===== config.mk =====
export PLATFORM = sky130hd
export DESIGN_NAME = mem_port_arbiter_flat
export DESIGN_NICKNAME = d
export VERILOG_FILES = /design/src/rtl/mem_port_arbiter_pkg.sv /design/src/rtl/mem_port_arbiter_if.sv /design/src/rtl/mem_port_arbiter.sv /design/src/flat_wrapper.sv
export SDC_FILE = /design/constraint.sdc
export NUM_CORES = 1
export LEC_CHECK = 0
export CAP_MARGIN = 20
export CORE_AREA = 5 5 78 94
export CTS_BUF_LIST = sky130_fd_sc_hd__clkbuf_8
export DETAILED_ROUTE_END_ITERATION = 12
export DIE_AREA = 0 0 83 99
export GPL_TIMING_DRIVEN = 0
export PLACE_DENSITY = 0.82
export SYNTH_ARGS = -nofsm -noshare
export SYNTH_HDL_FRONTEND = slang
export SYNTH_SLANG_ARGS = --single-unit

===== constraint.sdc =====
create_clock -name clk -period 1.7 [get_ports clk]
set_input_delay 0.34 -clock clk [delete_from_list [all_inputs] [get_ports clk]]
set_output_delay 0.34 -clock clk [all_outputs]
set_load 0.02 [all_outputs]

===== src/rtl/mem_port_arbiter_pkg.sv =====
// Shared constants for the instruction/data memory port arbiter.
// Owner codes tag which requester the in-flight RAM read belongs to.
package mem_pkg;

  localparam logic [1:0] OWNER_NONE  = 2'd0;
  localparam logic [1:0] OWNER_FETCH = 2'd1;
  localparam logic [1:0] OWNER_LOAD  = 2'd2;

  localparam int STARVE_CNT_W = 4;

  function automatic int be_width(input int data_width);
    return data_width / 8;
  endfunction

endpackage


===== src/rtl/mem_port_arbiter_if.sv =====
// Bus bundle between the pipeline's fetch/load-store ports, the arbiter and the RAM.
// Handshake: a requester holds req and payload until gnt (same-cycle, combinational); rvalid follows a read grant by exactly one cycle.
interface mem_port_arbiter_if #(
  parameter int RAM_WIDTH = 32,
  parameter int RAM_DEPTH = 9
);
  import mem_pkg::*;

  localparam int BE_W = be_width(RAM_WIDTH);

  logic                 if_req;
  logic [RAM_DEPTH-1:0] if_addr;
  logic                 if_gnt;
  logic                 if_rvalid;
  logic [RAM_WIDTH-1:0] if_rdata;

  logic                 d_req;
  logic                 d_we;
  logic [BE_W-1:0]      d_be;
  logic [RAM_DEPTH-1:0] d_addr;
  logic [RAM_WIDTH-1:0] d_wdata;
  logic                 d_gnt;
  logic                 d_rvalid;
  logic [RAM_WIDTH-1:0] d_rdata;

  logic                 mem_en;
  logic                 mem_we;
  logic [BE_W-1:0]      mem_be;
  logic [RAM_DEPTH-1:0] mem_addr;
  logic [RAM_WIDTH-1:0] mem_wdata;
  logic [RAM_WIDTH-1:0] mem_rdata;

  // Environment side: pipeline requesters plus the RAM's read data.
  modport master (
    output if_req, if_addr, d_req, d_we, d_be, d_addr, d_wdata, mem_rdata,
    input  if_gnt, if_rvalid, if_rdata, d_gnt, d_rvalid, d_rdata,
    input  mem_en, mem_we, mem_be, mem_addr, mem_wdata
  );

  modport slave (
    input  if_req, if_addr, d_req, d_we, d_be, d_addr, d_wdata, mem_rdata,
    output if_gnt, if_rvalid, if_rdata, d_gnt, d_rvalid, d_rdata,
    output mem_en, mem_we, mem_be, mem_addr, mem_wdata
  );

endinterface


===== src/rtl/mem_port_arbiter.sv =====
// Shares one single-port RAM between instruction fetch and load/store.
// Data wins by default; fetch is forced through after STARVE_LIMIT consecutive losses.
module mem_port_arbiter
  import mem_pkg::*;
#(
  parameter int RAM_WIDTH    = 32,
  parameter int RAM_DEPTH    = 9,
  parameter int STARVE_LIMIT = 3
) (
  input  logic                    clk,
  input  logic                    reset,
  mem_port_arbiter_if.slave       bus,
  output logic [1:0]              o_dbg_rsp_owner,
  output logic [STARVE_CNT_W-1:0] o_dbg_starve_cnt
);

  localparam int BE_W = be_width(RAM_WIDTH);
  localparam logic [STARVE_CNT_W-1:0] LIMIT = STARVE_CNT_W'(STARVE_LIMIT);

  logic [1:0]              r_rsp_owner;
  logic [1:0]              w_owner_nxt;
  logic [STARVE_CNT_W-1:0] r_starve_cnt;
  logic [STARVE_CNT_W-1:0] w_starve_nxt;
  logic                    w_fetch_forced;
  logic                    w_if_gnt;
  logic                    w_d_gnt;
  logic [RAM_DEPTH-1:0]    w_mem_addr;
  logic [RAM_WIDTH-1:0]    w_mem_wdata;
  logic [BE_W-1:0]         w_mem_be;

  // Grants are gated by reset so nothing reaches the RAM while held in reset.
  assign w_fetch_forced = (r_starve_cnt == LIMIT);
  assign w_if_gnt = reset & bus.if_req & (~bus.d_req | w_fetch_forced);
  assign w_d_gnt  = reset & bus.d_req  & ~(bus.if_req & w_fetch_forced);

  always_comb begin
    w_mem_addr  = '0;
    w_mem_wdata = '0;
    w_mem_be    = '1;
    if (w_d_gnt) begin
      w_mem_addr  = bus.d_addr;
      w_mem_wdata = bus.d_wdata;
      w_mem_be    = bus.d_be;
    end else if (w_if_gnt) begin
      w_mem_addr  = bus.if_addr;
    end
  end

  assign bus.if_gnt    = w_if_gnt;
  assign bus.d_gnt     = w_d_gnt;
  assign bus.mem_en    = w_if_gnt | w_d_gnt;
  assign bus.mem_we    = w_d_gnt & bus.d_we;
  assign bus.mem_be    = w_mem_be;
  assign bus.mem_addr  = w_mem_addr;
  assign bus.mem_wdata = w_mem_wdata;

  always_comb begin
    w_owner_nxt = OWNER_NONE;
    if (w_if_gnt)                 w_owner_nxt = OWNER_FETCH;
    else if (w_d_gnt && !bus.d_we) w_owner_nxt = OWNER_LOAD;
  end

  // Counts consecutive fetch losses; saturates so the forced win stays asserted.
  always_comb begin
    w_starve_nxt = r_starve_cnt;
    if (w_if_gnt || !bus.if_req)
      w_starve_nxt = '0;
    else if (w_d_gnt && (r_starve_cnt != LIMIT))
      w_starve_nxt = r_starve_cnt + 1'b1;
  end

  always_ff @(posedge clk or negedge reset) begin
    if (!reset) begin
      r_rsp_owner  <= OWNER_NONE;
      r_starve_cnt <= '0;
    end else begin
      r_rsp_owner  <= w_owner_nxt;
      r_starve_cnt <= w_starve_nxt;
    end
  end

  // The non-owner sees zero so stale RAM output never leaks to the wrong port.
  assign bus.if_rvalid = (r_rsp_owner == OWNER_FETCH);
  assign bus.d_rvalid  = (r_rsp_owner == OWNER_LOAD);
  assign bus.if_rdata  = bus.if_rvalid ? bus.mem_rdata : '0;
  assign bus.d_rdata   = bus.d_rvalid  ? bus.mem_rdata : '0;

  assign o_dbg_rsp_owner  = r_rsp_owner;
  assign o_dbg_starve_cnt = r_starve_cnt;

endmodule


===== src/flat_wrapper.sv =====
// flat-port wrapper written by rule: the top's interface ports become plain ports
module mem_port_arbiter_flat import mem_pkg::*;
#(
  parameter int RAM_WIDTH    = 32,
  parameter int RAM_DEPTH    = 9,
  parameter int STARVE_LIMIT = 3
)
  (clk, reset, o_dbg_rsp_owner, o_dbg_starve_cnt, bus_if_req, bus_if_addr, bus_d_req, bus_d_we, bus_d_be, bus_d_addr, bus_d_wdata, bus_mem_rdata, bus_if_gnt, bus_if_rvalid, bus_if_rdata, bus_d_gnt, bus_d_rvalid, bus_d_rdata, bus_mem_en, bus_mem_we, bus_mem_be, bus_mem_addr, bus_mem_wdata);
  mem_port_arbiter_if #(.RAM_WIDTH(RAM_WIDTH), .RAM_DEPTH(RAM_DEPTH)) bus_i ();
  input  logic clk;
  input  logic reset;
  output logic [1:0] o_dbg_rsp_owner;
  output logic [STARVE_CNT_W-1:0] o_dbg_starve_cnt;
  input wire logic [$bits(bus_i.if_req)-1:0] bus_if_req;
  input wire logic [$bits(bus_i.if_addr)-1:0] bus_if_addr;
  input wire logic [$bits(bus_i.d_req)-1:0] bus_d_req;
  input wire logic [$bits(bus_i.d_we)-1:0] bus_d_we;
  input wire logic [$bits(bus_i.d_be)-1:0] bus_d_be;
  input wire logic [$bits(bus_i.d_addr)-1:0] bus_d_addr;
  input wire logic [$bits(bus_i.d_wdata)-1:0] bus_d_wdata;
  input wire logic [$bits(bus_i.mem_rdata)-1:0] bus_mem_rdata;
  output wire logic [$bits(bus_i.if_gnt)-1:0] bus_if_gnt;
  output wire logic [$bits(bus_i.if_rvalid)-1:0] bus_if_rvalid;
  output wire logic [$bits(bus_i.if_rdata)-1:0] bus_if_rdata;
  output wire logic [$bits(bus_i.d_gnt)-1:0] bus_d_gnt;
  output wire logic [$bits(bus_i.d_rvalid)-1:0] bus_d_rvalid;
  output wire logic [$bits(bus_i.d_rdata)-1:0] bus_d_rdata;
  output wire logic [$bits(bus_i.mem_en)-1:0] bus_mem_en;
  output wire logic [$bits(bus_i.mem_we)-1:0] bus_mem_we;
  output wire logic [$bits(bus_i.mem_be)-1:0] bus_mem_be;
  output wire logic [$bits(bus_i.mem_addr)-1:0] bus_mem_addr;
  output wire logic [$bits(bus_i.mem_wdata)-1:0] bus_mem_wdata;
  assign bus_i.if_req = bus_if_req;
  assign bus_i.if_addr = bus_if_addr;
  assign bus_i.d_req = bus_d_req;
  assign bus_i.d_we = bus_d_we;
  assign bus_i.d_be = bus_d_be;
  assign bus_i.d_addr = bus_d_addr;
  assign bus_i.d_wdata = bus_d_wdata;
  assign bus_i.mem_rdata = bus_mem_rdata;
  assign bus_if_gnt = bus_i.if_gnt;
  assign bus_if_rvalid = bus_i.if_rvalid;
  assign bus_if_rdata = bus_i.if_rdata;
  assign bus_d_gnt = bus_i.d_gnt;
  assign bus_d_rvalid = bus_i.d_rvalid;
  assign bus_d_rdata = bus_i.d_rdata;
  assign bus_mem_en = bus_i.mem_en;
  assign bus_mem_we = bus_i.mem_we;
  assign bus_mem_be = bus_i.mem_be;
  assign bus_mem_addr = bus_i.mem_addr;
  assign bus_mem_wdata = bus_i.mem_wdata;
  mem_port_arbiter #(.RAM_WIDTH(RAM_WIDTH), .RAM_DEPTH(RAM_DEPTH), .STARVE_LIMIT(STARVE_LIMIT)) u_core (.clk(clk), .reset(reset), .bus(bus_i), .o_dbg_rsp_owner(o_dbg_rsp_owner), .o_dbg_starve_cnt(o_dbg_starve_cnt));
endmodule

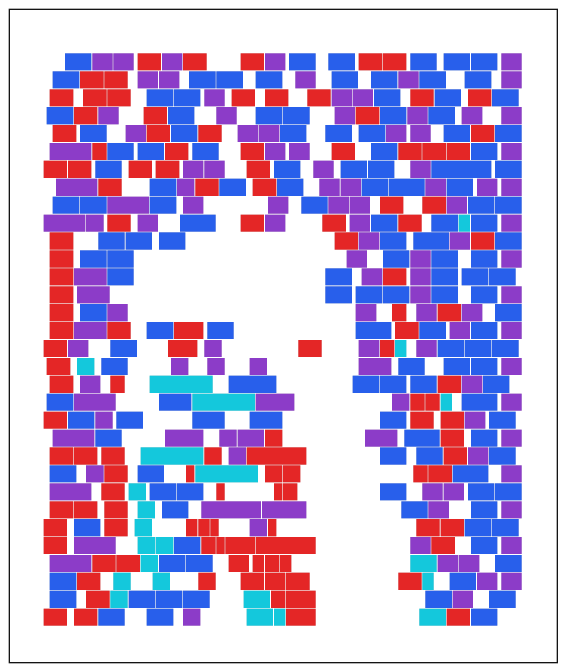
run_1/sizing.png
legend:
  x2:
    color: cyan
    cells: 23
  x6 and larger:
    color: blue
    cells: 145
  x3 and x4:
    color: purple
    cells: 114
  x1 and smaller:
    color: red
    cells: 124
Buffers, non-clock: 259
area delta synth->final: 293%
summed area of non-filler cells in the final layout: 4350 µm²

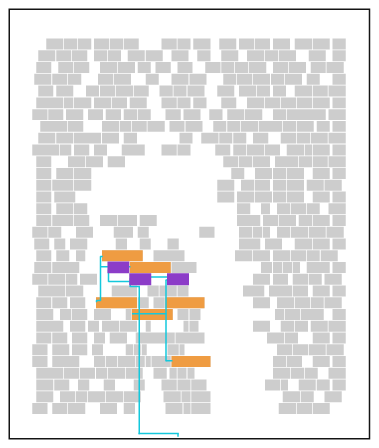
run_1/clock_wires.png
legend:
  clock wires:
    color: cyan
    length: 115 µm
  flip-flops:
    color: orange
    count: 6
  clock-net drivers:
    color: purple
    count: 3
routed clock nets: 4
relative contribution of the clock network to total power: 0.165
Clock Skews: 0.00148 ns
worst skew pair latency: 0.22 ns

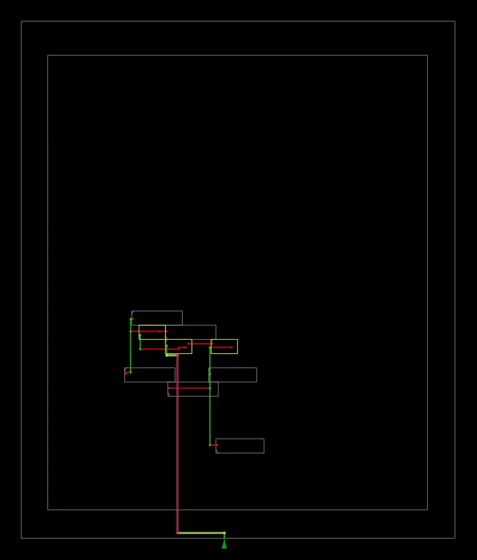
run_1/clock_nets.png
number of clock buffers in the layout: 3
TritonCTS sink count: 6
TritonCTS Buffers: 3
clock group total power: 205 µW

## run 1: placed cells by master (no fill, tap or decap), drive strengths merged, types with 2 or more instances in the layout
master and count:
a21oi 2, nor2b 5, dlymetal6s2s 5, nand2 5
and2 97, buf 156, dfrtp 6, nand3 2
clkdlybuf4s50 88, clkbuf 7, clkdlybuf4s15 4, nand2b 5
o21a 2, a22o 9
## run 1: path summary, 6_finish.rpt
| check | endpoint | slack (ns) | cells after the start |
|---|---|---|---|
| max in group asynchronous | u_core.o_dbg_rsp_owner[0]$_DFF_PN0_ | 0.78 | 2 |
| max | bus_mem_wdata[20] | -0.38 | 7 |
| min in group asynchronous | u_core.o_dbg_starve_cnt[3]$_DFFE_PN0P_ | 0.66 | 2 |
| max reg2reg | u_core.o_dbg_rsp_owner[1]$_DFF_PN0_ | 0.29 | 6 |
| min | u_core.o_dbg_starve_cnt[1]$_DFFE_PN0P_ | 0.48 | 3 |
| min reg2reg | u_core.o_dbg_starve_cnt[1]$_DFFE_PN0P_ | 0.63 | 3 |
## run 1: report_power, final
group	total [mW]	switching, mW	internal, mW
Combinational	0.887	0.337	0.551
Sequential	0.153	0.00498	0.148
Clock	0.205	0.0540	0.152
## run 1: per-stage QoR
stage / hold WS, ns / worst slack [ns] / area [µm²]
final: 0.477 / -0.379 / 4350
after global routing: 0.546 / -0.433 / 4350
after CTS: 0.473 / -0.434 / 4100
after detailed placement: 0.546 / -1.39 / 3510
after global placement: 0.539 / -1.34 / 3510
after floorplan: 0.0444 / -0.244 / 1290
## run 1: routing by layer
layer / vias to the layer above / track usage / wire [µm]
met5: - / 0 / 0
met4: 0 / 0.0189 / 34
met3: 2 / 0.0736 / 840
met2: 129 / 0.365 / 4590
met1: 961 / 0.168 / 2730
li1: 1006 / - / -
==> run notes, run 1 <==
The flow run is done. The run finished, with violations left. The checks that failed: negative setup slack. Length of the first detailed-routing pass in iterations landed at 4. Final net count landed at around 500. Boundary pin count landed at 212.

Setup repair after global routing could not meet its margin everywhere. Multiplexer fraction of the synthesized cell area landed at 0. Number of distinct library cells after synthesis landed at 24.

Data arrival time of the critical path landed at 1.74 ns. Per the synthesis report, the dominant area consumer among library cells is and2_1. The cell-mix breakdown from Yosys lists the simple-gate area share as 0.669. The script extracted a total leakage power of 2.14 nW.

Dividing the detail-routed wire length by the instance count gives 16.7 µm. Total global routing overflow landed at 0. TritonCTS built the clock tree. The report counts max-capacitance violations totalling 0. In the final layout, the multi-input gates occupy 1260 µm². Final cycle utilization of the critical path landed at 1.22.

Register bit count reported by yosys landed at 6. For this run, the number of standard cells in the final layout without fillers is slightly below 500. CTS placed an instance of clkbuf_8 at the clock tree root. Number of antenna violations at the first check in global routing landed at 0.

Summed over all layers, the routed wires come to roughly 8200 µm. Number of signal-net inverters in the final layout landed at 0. Per STA, the startpoint of the critical path is u_core.o_dbg_starve_cnt[0]$_DFFE_PN0P_.

Number of enable-type register cells in the synthesized netlist landed at 0. The setup path with the least slack is of type flip-flop to primary output. In the post-synthesis netlist, the biggest area contributors are and2_1, dfrtp_1, a22o_1.

In this run the most critical hold path is launched from reset. Per the final report, max-transition violations number 0. The commonest cells after synthesis are and2_1, a22o_1, clkbuf_1, dfrtp_1. After floorplanning, the core was sized to cover 6330 µm². Fraction of final layout cells sized beyond drive strength 1 landed at 0.695. Tap insertion was completed with 85 tapcells. Count of warnings emitted by yosys landed at 0. In this design, the critical path's most frequently occurring cell is buf_6.

Of all the cell area in the finished design, the clock network holds 0.00950. Max fanout on the critical path was recorded as 10. Number of design rule violations left after detail routing landed at 0. Setup slack on the critical path of the routed design comes to -0.379 ns. Number of nets with antenna violations after detailed routing landed at 0. For the worst reg-to-reg path, the startpoint reported by OpenROAD is u_core.o_dbg_starve_cnt[0]$_DFFE_PN0P_.

Total area of sequential cells landed at 155 µm². The cell sequence reported for the critical path is ha_4 > nor3b_4 > a21oi_4 > buf_6 > buf_8 > and2_4 > buf_6. Wire length of the first global-routing pass landed at 11,900 µm. The largest individual stage delay along the critical path comes from the cell dfrtp_2.

The register with the most flip-flops in the layout has 4 of them. Count of buffer and inverter cells on the critical path landed at 3. Checking hold timing, the worst path is listed with class input pin to flip-flop. The fraction of final cell area spent on non-clock buffers in this run is 0.639. Number of fill cells in the layout landed at around 450. Area share of xor/xnor cells in the synthesized design landed at 0.

The wire-length estimate of the detail-placed layout is a little over 6000 µm. Per the synth stats, the flop cell with the highest instance count is dfrtp_1. Global routing usage summed across all routing layers landed at 0.178.

Sum of negative setup slack landed at -17.47 ns. The number of hold buffers added after CTS was 1. Number of inserted diodes landed at 0. Chip area estimate from yosys synthesis landed at 1100 µm².

The worst setup path is captured at a primary output. In the Yosys report the total cell count is 155. Effective utilization at floorplan landed at 0.175. STA classifies the critical path startpoint as a flip-flop. The kind of cell with the highest combined delay along the critical path is flip-flops. The critical path endpoint has a required time of around 1.4 ns. In the final report, the number of hold violations comes to 0.

Proportion of netlist area held by the largest area contributor landed at 0.549. The floorplan step defined a die boundary enclosing 8220 µm². Worst slew margin relative to its limit landed at 0.790. Number of placement rows landed at 32. Looking at the area split, the leading class of cells is buffers. Setup-violating endpoint count in the final report landed at 88. The die is 83 µm wide. The congestion estimate from routability-driven global placement came to slightly below 0.8. Multi-input gate count landed at 138.

Flop count landed at 6. No sink is reached through more buffers than the 2 on the longest clock path. The final report gives the core utilization as 0.687. Total power consumption of the routed design landed at 1.25 mW.

Of the total synthesized cell area, the portion taken by AND-OR and OR-AND cells is 0.134.
run_1/m1.png
Supply wires on this layer in gray. Cells faint in the background.
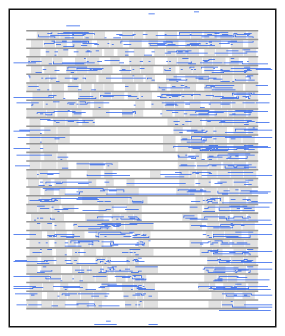

==> run 1 -> run 2 <==
--- a/config.mk
+++ b/config.mk
@@ -10,7 +10,6 @@
 export CTS_BUF_LIST = sky130_fd_sc_hd__clkbuf_8
 export DETAILED_ROUTE_END_ITERATION = 12
 export DIE_AREA = 0 0 83 99
-export GPL_TIMING_DRIVEN = 0
 export PLACE_DENSITY = 0.82
 export SYNTH_ARGS = -nofsm -noshare
 export SYNTH_HDL_FRONTEND = slang
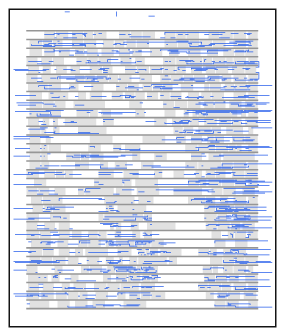
run_2/m1.png
Supply wires on this layer in gray. Cells faint in the background.
share of all routed wire: 33%
main direction: horizontal
wire length on this layer: 2,800 µm
longest straight run: 24.4 µm
total number of vias: 2,117
Final Routed Wirelength: 8440 µm
met1 track demand over resource: 0.174

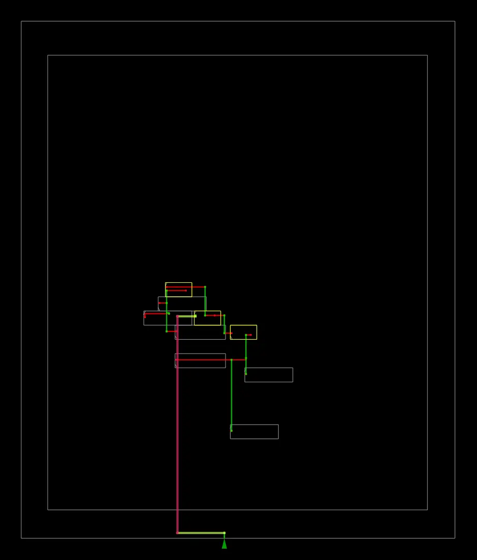
run_2/clock_nets.png
clock group total power: 209 µW
Clock Skews: 0.00335 ns
sequential cell count of the final layout: 6

==> run notes, run 2 <==
The flow run is done. The dominant power group in this design is combinational cells. The proportion of final cell area spent on non-clock buffers was 0.647 (+0.00732). The setup slack of the critical path after layout came to -0.363 ns (+0.0154 ns). The number of flip-flops under the largest register name came to 4 (unchanged). Setup repair after global routing could not meet its margin everywhere.

Number of cells on the worst reg-to-reg path landed at 7 (+1). Data arrival time of the critical path landed at 1.72 ns (-0.02 ns). Yosys cell count landed at 155 (unchanged). Worst-case clock buffer depth landed at 2 (unchanged).

Internal portion of total power landed at 856 µW (+0.72%). The number of antenna violations at the first check in global routing came to 0 (unchanged). The register bit count reported by yosys was 6 (unchanged). Among all cell classes, the greatest summed area belongs to buffers. Chip area estimate from yosys synthesis landed at 1100 µm² (unchanged). Instance count of the mapped netlist landed at 155. Maximum fanout count along the critical path landed at 12 (+2). By startpoint and endpoint, the worst setup path is classified as flip-flop to primary output.

The global routing usage summed across all routing layers came to 0.181 (+0.00280). The power in sequential cells came to 152 µW (about the same). The clock tree buffer count of the final layout is 3 (unchanged). The checks that failed: negative setup slack. The reg-to-reg setup timing slack came to 0.22 ns (-0.07 ns). Leakage power total landed at 2.12 nW (-0.59%). The power drawn by the combinational cells came to 894 µW (+0.8%). The final cycle utilization of the critical path is 1.21 (-0.00908). Total area of multi-input combinational cells landed at 1230 µm² (-2.8%). The switching power share of the total was 0.318 (about the same). Per Yosys stat, the portion of area used by sequential elements is 0.136. Fraction of area in clock buffers and inverters landed at 0.00954 (+0.0000357). The HPWL reported at the end of detailed placement came to 6040 µm (-2.5%). Number of pins exceeding their max-slew limit in the final report landed at 0 (unchanged). Power share of the clock group landed at 0.167 (+0.002).

TritonCTS sink count landed at 6 (unchanged). Worst-case hold slack landed at 0.188 ns (-0.289 ns). The total global routing overflow is 0 (unchanged). The insertion delay of the later-clocked pin in the worst-skew pair is 0.22 ns (about the same). The fraction of power consumed by sequential logic came to 0.121 (-0.002). The number of fill cells in the layout was 486 (+9.2%). The number of inserted diodes was 0 (unchanged). The run finished, with violations left. The number of nets with antenna violations after detailed routing is 0 (unchanged). Filler-free cell count of the finished design landed at 490 (-0.20%). The synthesis report lists the most area-consuming cells as and2_1, dfrtp_1, a22o_1. According to the hold report, the worst path is of the input pin to asynchronous set/reset pin type. Fraction of final layout cells sized beyond drive strength 1 landed at 0.667 (-0.0279).

The global placement routability congestion is 0.805 (+3.2%). Total area of sequential cells landed at 153 µm² (-1.6%). The worst setup path is captured at a primary output.

The well-tap cell count was 85 (unchanged). Final core utilization landed at 0.684 (-0.00257). The required time at the worst-slack endpoint came to 1.36 ns (about the same). Number of enable-type register cells in the synthesized netlist landed at 0 (unchanged). The slowest stage of the critical path belongs to the cell dfrtp_2.

Per the layout area report, the sequential fraction of cell area is 0.0353. Total die size landed at 8220 µm² (unchanged). The number of placement rows was 32 (unchanged).

Final net count landed at 499 (-0.20%). The effective utilization at floorplan was 0.175 (unchanged). Proportion of netlist area held by the largest area contributor landed at 0.549 (unchanged).

By instance count after routing, the leading logic cell type is buf_6. The wire length of the first global-routing pass came to 12,100 µm (+1.6%). In the layout the commonest cells are buf_6, clkdlybuf4s50_1, and2_4, buf_4, buf_2. Final hold violation count landed at 0 (unchanged). Width of the chip landed at 83 µm (unchanged). The multi-input gate count was 138 (unchanged). Number of signal-net inverters in the final layout landed at 0 (unchanged).

TritonCTS built the clock tree. Net switching power figure landed at 399 µW (+0.86%). Number of design rule violations left after detail routing landed at 0 (unchanged). and2_1 takes more of the synthesized area than any other cell.

Length of the first detailed-routing pass in iterations landed at 4 (unchanged). In this run the tools logged warnings totalling 29. The worst setup path is launched from a flip-flop. Post-synth the commonest register cell is dfrtp_1. Per-cell routed wire length landed at 17.2 µm (+3.1%). Sum of negative setup slack landed at -17.81 ns (-0.340 ns). Post-place instance area landed at 3620 µm² (+3.1%).

The setup-violating endpoint count in the final report was 91 (+3.4%). Core area landed at 6330 µm² (unchanged). Boundary pin count landed at 212 (unchanged).

The root buffer cell chosen for the clock tree is clkbuf_8. Worst slew margin relative to its limit landed at 0.836 (+0.0460). The total power consumption of the routed design was 1.26 mW (+0.76%).

The post-route standard cell area excluding fillers is 4330 µm² (-0.37%).
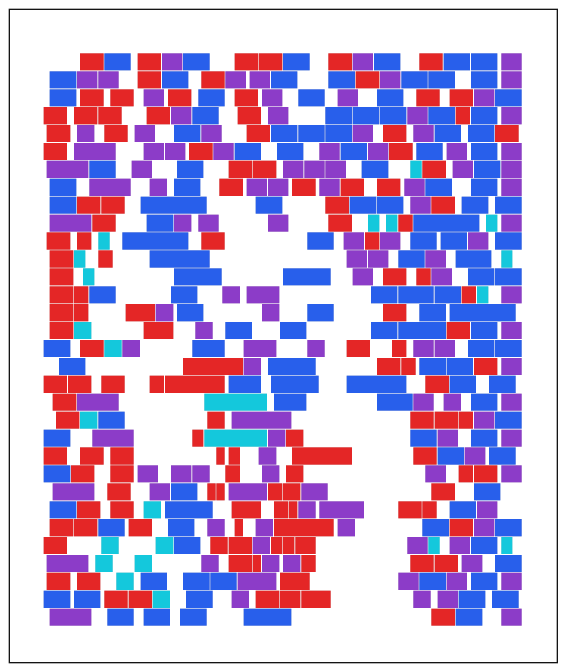
run_2/sizing.png
legend:
  x1 and smaller:
    color: red
    cells: 135
  x3 and x4:
    color: purple
    cells: 118
  x6 and larger:
    color: blue
    cells: 129
  x2:
    color: cyan
    cells: 23
Buffers, non-clock: 258
area delta synth->final: 292%

## run 2: cell families after synthesis
kind of cell / count (synthesis) / share of synthesized area
compound gates: 17 / 0.134
flops: 6 / 0.136
fa+ha+maj: 1 / 0.0113
simple gates: 120 / 0.669
buf+inv: 11 / 0.0498
## run 2: routing by layer
| layer | routed length, µm | GRT usage |
|---|---|---|
| met4 | 159 | 0.0302 |
| met1 | 2800 | 0.174 |
| met3 | 800 | 0.0627 |
| met5 | 0 | 0 |
| met2 | 4680 | 0.370 |
## run 2: critical path: cells and delay by family (launching register included)
| family | cells | cell delay, ns |
|---|---|---|
| AND-OR/OR-AND | 1 | 0.19 |
| buffers and inverters | 3 | 0.44 |
| AND/OR/NAND/NOR | 2 | 0.28 |
| adder cells (fa/ha/maj) | 1 | 0.17 |
| flip-flops | 1 | 0.41 |
## run 2: worst paths after layout
| kind | startpoint | endpoint |
|---|---|---|
| min | reset | u_core.o_dbg_starve_cnt[2]$_DFFE_PN0P_ |
| min reg2reg | u_core.o_dbg_starve_cnt[0]$_DFFE_PN0P_ | u_core.o_dbg_starve_cnt[0]$_DFFE_PN0P_ |
| min in group clk | bus_if_req | u_core.o_dbg_starve_cnt[0]$_DFFE_PN0P_ |
| max | u_core.o_dbg_starve_cnt[0]$_DFFE_PN0P_ | bus_mem_wdata[6] |
| max reg2reg | u_core.o_dbg_starve_cnt[0]$_DFFE_PN0P_ | u_core.o_dbg_rsp_owner[1]$_DFF_PN0_ |
| max in group asynchronous | reset | u_core.o_dbg_starve_cnt[0]$_DFFE_PN0P_ |
## run 2: repair_timing
| action | in CTS | in global routing |
|---|---|---|
| pin swaps | 6 | 45 |
| cloned | 7 | 3 |
| resized | 605 | 156 |
| setup buffers | 14 | 10 |
| endpoints found under the setup margin | 115 | 117 |
Power figures rest on the tool's default switching activity, not on a simulated workload.
